**Close-up of the layout**

The bar under the picture is 10 µm long. Region (56, 56) to (86, 86) µm. Cells in grey, sequential cells in the stronger grey; small squares are vias.
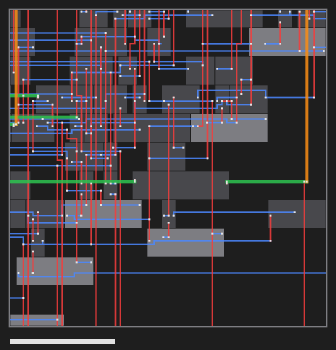
**Clock wiring as the flow saved it**

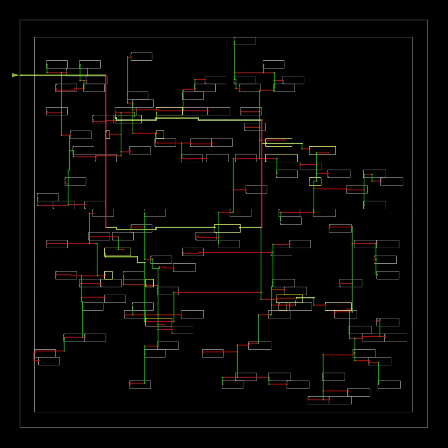
**M1 wires**

Supply wires on this layer in grey.
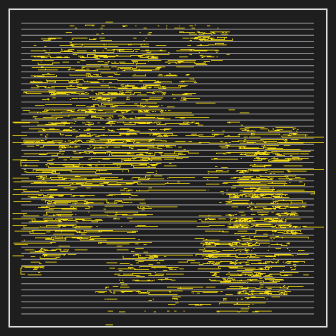
===== src/rtl/wb_stage_pkg.sv =====
// Shared definitions for the write-back stage: word-size codes, FSM states
// and default widths.
package wb_stage_pkg;

  localparam int NB_DATA_DEF = 32;
  localparam int NB_ADDR_DEF = 32;
  localparam int NB_REG_DEF  = 5;
  localparam int NB_CNT_DEF  = 32;

  // 2'b10 is not a legal code from MEM; it is handled as a full word.
  typedef enum logic [1:0] {
    SIZE_BYTE = 2'b00,
    SIZE_HALF = 2'b01,
    SIZE_WORD = 2'b11
  } word_size_t;

  typedef enum logic {
    ST_RUN    = 1'b0,
    ST_HALTED = 1'b1
  } wb_state_t;

endpackage


===== src/rtl/wb_stage_load_formatter.sv =====
// Combinational sub-word load extraction and sign/zero extension.
// Lanes are little-endian: address byte k lives in bits [8k+7:8k].
module wb_stage_load_formatter
  import wb_stage_pkg::*;
#(
  parameter int NB_DATA = NB_DATA_DEF
) (
  input  logic [NB_DATA-1:0] raw_word,
  input  logic [1:0]         addr,
  input  logic [1:0]         size,
  input  logic               is_unsigned,
  output logic [NB_DATA-1:0] ext_word
);

  logic [7:0]  lane_byte;
  logic [15:0] lane_half;

  // Pick the addressed byte and halfword lanes; halfword ignores addr[0].
  always_comb begin
    lane_byte = raw_word[8*addr +: 8];
    lane_half = addr[1] ? raw_word[31:16] : raw_word[15:0];
  end

  // Extend the selected lane according to access size and signedness.
  always_comb begin
    ext_word = raw_word;
    case (size)
      SIZE_BYTE: ext_word = {{(NB_DATA-8){lane_byte[7] & ~is_unsigned}}, lane_byte};
      SIZE_HALF: ext_word = {{(NB_DATA-16){lane_half[15] & ~is_unsigned}}, lane_half};
      default:   ext_word = raw_word;
    endcase
  end

endmodule


===== src/rtl/wb_stage.sv =====
// MIPS write-back stage: MEM/WB pipeline register, load formatting,
// register-file write port, HALT retirement FSM and retired counter.
//
// state     | meaning
// ----------+---------------------------------------------------------
// ST_RUN    | normal operation; latched instructions write and count
// ST_HALTED | HALT has retired; writes and counting frozen until reset
module wb_stage
  import wb_stage_pkg::*;
#(
  parameter int NB_DATA = NB_DATA_DEF,
  parameter int NB_ADDR = NB_ADDR_DEF,
  parameter int NB_REG  = NB_REG_DEF,
  parameter int NB_CNT  = NB_CNT_DEF
) (
  input  logic               i_clock,
  input  logic               i_reset,
  input  logic               i_WB_enable,
  input  logic               i_WB_flush,
  input  logic               i_WB_valid,
  input  logic               i_WB_reg_write,
  input  logic               i_WB_mem_to_reg,
  input  logic [1:0]         i_WB_word_size,
  input  logic               i_WB_unsigned,
  input  logic               i_WB_halt,
  input  logic [NB_DATA-1:0] i_WB_mem_data,
  input  logic [NB_ADDR-1:0] i_WB_alu_result,
  input  logic [NB_REG-1:0]  i_WB_selected_reg,
  output logic [NB_DATA-1:0] o_WB_write_data,
  output logic [NB_REG-1:0]  o_WB_selected_reg,
  output logic               o_WB_reg_write,
  output logic               o_WB_halt,
  output logic [NB_CNT-1:0]  o_WB_retired
);

  localparam logic [NB_CNT-1:0] CNT_MAX = {NB_CNT{1'b1}};

  logic               r_valid;
  logic               r_reg_write;
  logic               r_mem_to_reg;
  logic [1:0]         r_word_size;
  logic               r_unsigned;
  logic               r_halt;
  logic [NB_DATA-1:0] r_mem_data;
  logic [NB_ADDR-1:0] r_alu_result;
  logic [NB_REG-1:0]  r_selected_reg;
  // Set only on the edge that loads the register, so a stalled slot is
  // counted once rather than once per held cycle.
  logic               r_fresh;

  wb_state_t          state;
  wb_state_t          state_next;
  logic               in_run;
  logic               halted;

  logic [NB_CNT-1:0]  retired;
  logic [NB_DATA-1:0] fmt_data;

  // MEM/WB pipeline register: reset > flush > stall > load.
  always_ff @(posedge i_clock) begin
    if (!i_reset || i_WB_flush) begin
      r_valid        <= 1'b0;
      r_reg_write    <= 1'b0;
      r_mem_to_reg   <= 1'b0;
      r_word_size    <= 2'b00;
      r_unsigned     <= 1'b0;
      r_halt         <= 1'b0;
      r_mem_data     <= '0;
      r_alu_result   <= '0;
      r_selected_reg <= '0;
      r_fresh        <= 1'b0;
    end else if (i_WB_enable) begin
      r_valid        <= i_WB_valid;
      r_reg_write    <= i_WB_reg_write;
      r_mem_to_reg   <= i_WB_mem_to_reg;
      r_word_size    <= i_WB_word_size;
      r_unsigned     <= i_WB_unsigned;
      r_halt         <= i_WB_halt;
      r_mem_data     <= i_WB_mem_data;
      r_alu_result   <= i_WB_alu_result;
      r_selected_reg <= i_WB_selected_reg;
      r_fresh        <= 1'b1;
    end else begin
      r_fresh        <= 1'b0;
    end
  end

  // FSM state register.
  always_ff @(posedge i_clock) begin
    if (!i_reset) state <= ST_RUN;
    else          state <= state_next;
  end

  // FSM next state: a valid HALT sitting in the register retires it.
  always_comb begin
    state_next = state;
    case (state)
      ST_RUN:    if (r_valid && r_halt) state_next = ST_HALTED;
      ST_HALTED: state_next = ST_HALTED;
      default:   state_next = ST_RUN;
    endcase
  end

  // FSM outputs.
  always_comb begin
    in_run = 1'b0;
    halted = 1'b0;
    case (state)
      ST_RUN:    in_run = 1'b1;
      ST_HALTED: halted = 1'b1;
      default:   in_run = 1'b0;
    endcase
  end

  // Retired counter: one count per freshly loaded valid slot, saturating.
  always_ff @(posedge i_clock) begin
    if (!i_reset) begin
      retired <= '0;
    end else if (r_fresh && r_valid && in_run && (retired != CNT_MAX)) begin
      retired <= retired + 1'b1;
    end
  end

  wb_stage_load_formatter #(
    .NB_DATA (NB_DATA)
  ) u_load_formatter (
    .raw_word    (r_mem_data),
    .addr        (r_alu_result[1:0]),
    .size        (r_word_size),
    .is_unsigned (r_unsigned),
    .ext_word    (fmt_data)
  );

  // Write-back port; data is shown even when the write is suppressed.
  always_comb begin
    o_WB_write_data   = r_mem_to_reg ? fmt_data : NB_DATA'(r_alu_result);
    o_WB_selected_reg = r_selected_reg;
    o_WB_reg_write    = r_valid && r_reg_write && !r_halt &&
                        (r_selected_reg != '0) && in_run;
    o_WB_halt         = halted;
    o_WB_retired      = retired;
  end

endmodule


===== config.mk =====
export PLATFORM = sky130hd
export DESIGN_NAME = wb_stage
export DESIGN_NICKNAME = d
export VERILOG_FILES = /design/src/rtl/wb_stage_pkg.sv /design/src/rtl/wb_stage_load_formatter.sv /design/src/rtl/wb_stage.sv
export SDC_FILE = /design/constraint.sdc
export NUM_CORES = 1
export LEC_CHECK = 0
export CAP_MARGIN = 20
export CORE_MARGIN = 5
export CORE_UTILIZATION = 30
export DETAILED_ROUTE_END_ITERATION = 12
export PLACE_DENSITY = 0.63
export SYNTH_ARGS = -nofsm -noshare
export SYNTH_HDL_FRONTEND = slang
export SYNTH_SLANG_ARGS = --single-unit

===== constraint.sdc =====
create_clock -name i_clock -period 2.47 [get_ports i_clock]
set_input_delay 0.6175 -clock i_clock [delete_from_list [all_inputs] [get_ports i_clock]]
set_output_delay 0.6175 -clock i_clock [all_outputs]
set_load 0.1 [all_outputs]

==> flow_metrics.env <==
# implementation run metrics
export IMPL_tns_ps=-5910
export IMPL_drt_wl_total_um=17000
export IMPL_die_w_um=142
export IMPL_fp_nets=701
export IMPL_fillCellCount=1640
export IMPL_synth_cell_types=54
export IMPL_cp_cell_sequence="mux4_2 > nand2b_4 > a21boi_4 > o31a_4 > clkbuf_16 > a21oi_4 > buf_12"
export IMPL_ioPinCount=151
export IMPL_hold_ws_ps=484
export IMPL_min_path_type="flop to flop"
export IMPL_final_core_util_pct=48.8
export IMPL_max_cap_viol_count=0
export IMPL_syn_avg_cell_area_um2=8.43
export IMPL_top_cell="nor2_1"
export IMPL_max_stage_delay_ps=370
export IMPL_fmax_ghz=0.365
export IMPL_antenna_found_initial=1
export IMPL_io_buffers=150
export IMPL_p_int_mw=2.99
export IMPL_place_area_mm2=0.00772
export IMPL_crit_start="r_alu_result[0]"
export IMPL_grt_max_degree=25
export IMPL_cts_max_level=3
export IMPL_top_cells_by_area="dfxtp_1 (42%), mux2i_1 (16%), nor2_1 (8.5%)"
export IMPL_power_total_mw=4.19
export IMPL_powerSeq_mw=1.85
export IMPL_largest_area_cell="dfxtp_1"
export IMPL_worst_slack_ps=-269
export IMPL_edf_count=0
export IMPL_grt_use_met1_pct=20.2
export IMPL_rsz0062_at_grt="yes"
export IMPL_stdcell_area_mm2=0.00838
export IMPL_yosys_area_mm2=0.00522
export IMPL_crit_buf_inv=2
export IMPL_grt_first_pass_wirelength_um=26100
export IMPL_max_slew_worst_pin_slew_ps=547
export IMPL_drive_gt1_share_pct=30.3
export IMPL_rows=48
export IMPL_r2r_end="o_WB_retired[23]"
export IMPL_p_sw_mw=1.20
export IMPL_wire_per_inst_um=16.8
export IMPL_cp_slowest_cell="mux4_2"
export IMPL_worst_path_stages=7
export IMPL_ir_drop_v=0.000338
export IMPL_ctsRootBufferMaster="clkbuf_16"
export IMPL_status="complete, but fails checks"
export IMPL_fin_crit_ps=2740
export IMPL_top_usage_layer="met2"
export IMPL_yosys_stat_seqShare_pct=42.2
export IMPL_use_met3_pct=6.05
export IMPL_cts_tree="yes"
export IMPL_yosys_area_top_type_share_pct=42.2
export IMPL_hold_depth=2
export IMPL_crit_path_end="o_WB_write_data[21]"
export IMPL_drt_iter0_drc=200
export IMPL_r2r_start="o_WB_retired[0]"
export IMPL_gp_congestion=0.853
export IMPL_drc=0
export IMPL_dieArea_mm2=0.0202
export IMPL_area_growth_synth_to_final_pct=60.5
export IMPL_required_ps=1850
export IMPL_cts_sinks=110
export IMPL_warnings=29
export IMPL_async_flop_share_pct=0
export IMPL_combinationalPower_mw=0.849
export IMPL_worstPathArrival_ps=2120
export IMPL_pwr_share_seq_pct=44.2
export IMPL_drtAntennaViolNets=0
export IMPL_fp_util_pct=30.4
export IMPL_path_clk_slew_ps=80
export IMPL_power_leader="sequential cells"
export IMPL_worst_path_max_fanout=4
export IMPL_hold_start="o_WB_retired[10]"
export IMPL_power_density_mw_per_mm2=500
export IMPL_synth_stat_cells=620
export IMPL_p_sw_share_pct=28.7
export IMPL_failed_checks="setup timing"
export IMPL_ff_type="dfxtp_1"
export IMPL_dp_cells=989
export IMPL_core_area_mm2=0.0172
export IMPL_grt_pass1_vias=4866
export IMPL_relSlewSlack_pct=63.5
export IMPL_hold_viol=0
export IMPL_worst_r2r_path_depth=6
export IMPL_use_met2_pct=27.7
export IMPL_dr_total_vias=5004
export IMPL_path_class="flop to output pin"
export IMPL_hold_path_endpoint="o_WB_retired[10]"
export IMPL_final_nets=862
export IMPL_synth_cells=620
export IMPL_syn_area_mm2=0.00522
export IMPL_yosysWarnings=0
export IMPL_cp_start_kind="flop"
export IMPL_drt_first_pass_iters=4
export IMPL_path_delay_family="AND-OR/OR-AND gates"
export IMPL_finalSetupViolCount=25
export IMPL_slew_viol_final=0
export IMPL_ys_top_cells_by_count="nor2_1 (118), dfxtp_1 (110), mux2i_1 (84)"
export IMPL_via_per_inst=4.94
export IMPL_dp_slack_ps=-4.83
export IMPL_overflow=0
export IMPL_track_usage_pct=16.5
export IMPL_combPwrFrac_pct=20.3
export IMPL_worst_r2r_setup_slack_ps=290
export IMPL_finalCritPeriodShare_pct=111
export IMPL_power_leakage_nw=3.12
export IMPL_worst_setup_path_end_kind="output pin"
export IMPL_ys_seq_elements=110
export IMPL_hpwlAfterDp_um=12800
export IMPL_chipHeight_um=142
export IMPL_fin_cells=1012
export IMPL_p_clk_share_pct=35.5
export IMPL_cts_buffer_depth=2
export IMPL_finalClockSkew_ps=12.3
About 'close-up of the layout':
colour	layer
red	met2
green	met3
blue	met1
orange	met4
sequential cells in the window	5
most frequent	nor2_1 (6), mux2i_1 (5), dfxtp_1 (5)
netlist names of flops here include	r_mem_data (4), r_alu_result (1)
cells with their middle in the window	39

About 'clock wiring as the flow saved it':
Seq cells: 110
Late-Pin Clk Latency: 350 ps
clock group total power: 1.49 mW
CTS Buf Count: 9

About 'M1 wires':
wire length on this layer	7,280 µm
share of all routed wire	43%
nets with wire on the layer	757

==> layout by cell type, fill, tap and decap left out, types with 8 or more instances in the layout <==
cell	netlist	routed
nor2_1	118	114
mux2i_1	84	81
clkdlybuf4s50_1	0	78
dfxtp_1	110	76
buf_4	0	66
buf_12	0	41
nand2_1	37	35
dfxtp_2	0	33
a21oi_1	54	27
inv_1	20	20
a21oi_4	0	19
o21ai_0	24	18
nand3_1	15	15
or3_1	13	13
clkbuf_16	0	10
nand4_1	9	9
a21oi_2	0	8
==> cell families (layout without fill, tap and decap cells) <==
kind of cell	after synthesis	count (layout)	synth area share (%)
flops	110	110	42.2
other cells	0	1	0
xor+xnor	5	5	0.838
buf+inv	61	227	4.45
compound gates	119	119	14.1
mux	87	87	17.0
simple gates	237	237	21.2
fa+ha+maj	1	1	0.239
==> area by class of cell <==
| class | instances | area (µm²) | area share, % |
|---|---|---|---|
| inverters | 21 | 78.8 | 0.940 |
| diodes | 1 | 2.50 | 0.0298 |
| well taps | 225 | 282 | 3.36 |
| repair buffers | 190 | 2170 | 25.9 |
| flip-flops and latches | 110 | 2250 | 26.8 |
| clock buffers | 10 | 229 | 2.73 |
| clock inverters | 6 | 71.3 | 0.851 |
| multi-input cells | 449 | 3300 | 39.4 |
==> per-layer routing <==
layer	vias to the layer above	wire length (µm)
met5	-	13
met4	2	161
met3	13	1340
met2	129	8200
met1	2354	7280
li1	2506	-
==> worst reg2reg max path, cell delays in order, from the launching register on <==
cell and delay, ps:
dfxtp_2 390, ha_1 250, nand2_1 120, or4_1 570
or4_1 550, nand4_1 100, nor3b_2 140
==> repair_timing <==
action / in CTS / in global routing
resized: 32 / 30
pin swaps: 9 / 11
gates cloned: 0 / 1
buffers inserted: 3 / 4
setup endpoints to repair: 31 / 32
hold buffers: 0 / 0
No activity file was given, so power comes from the tool's default toggle rates.
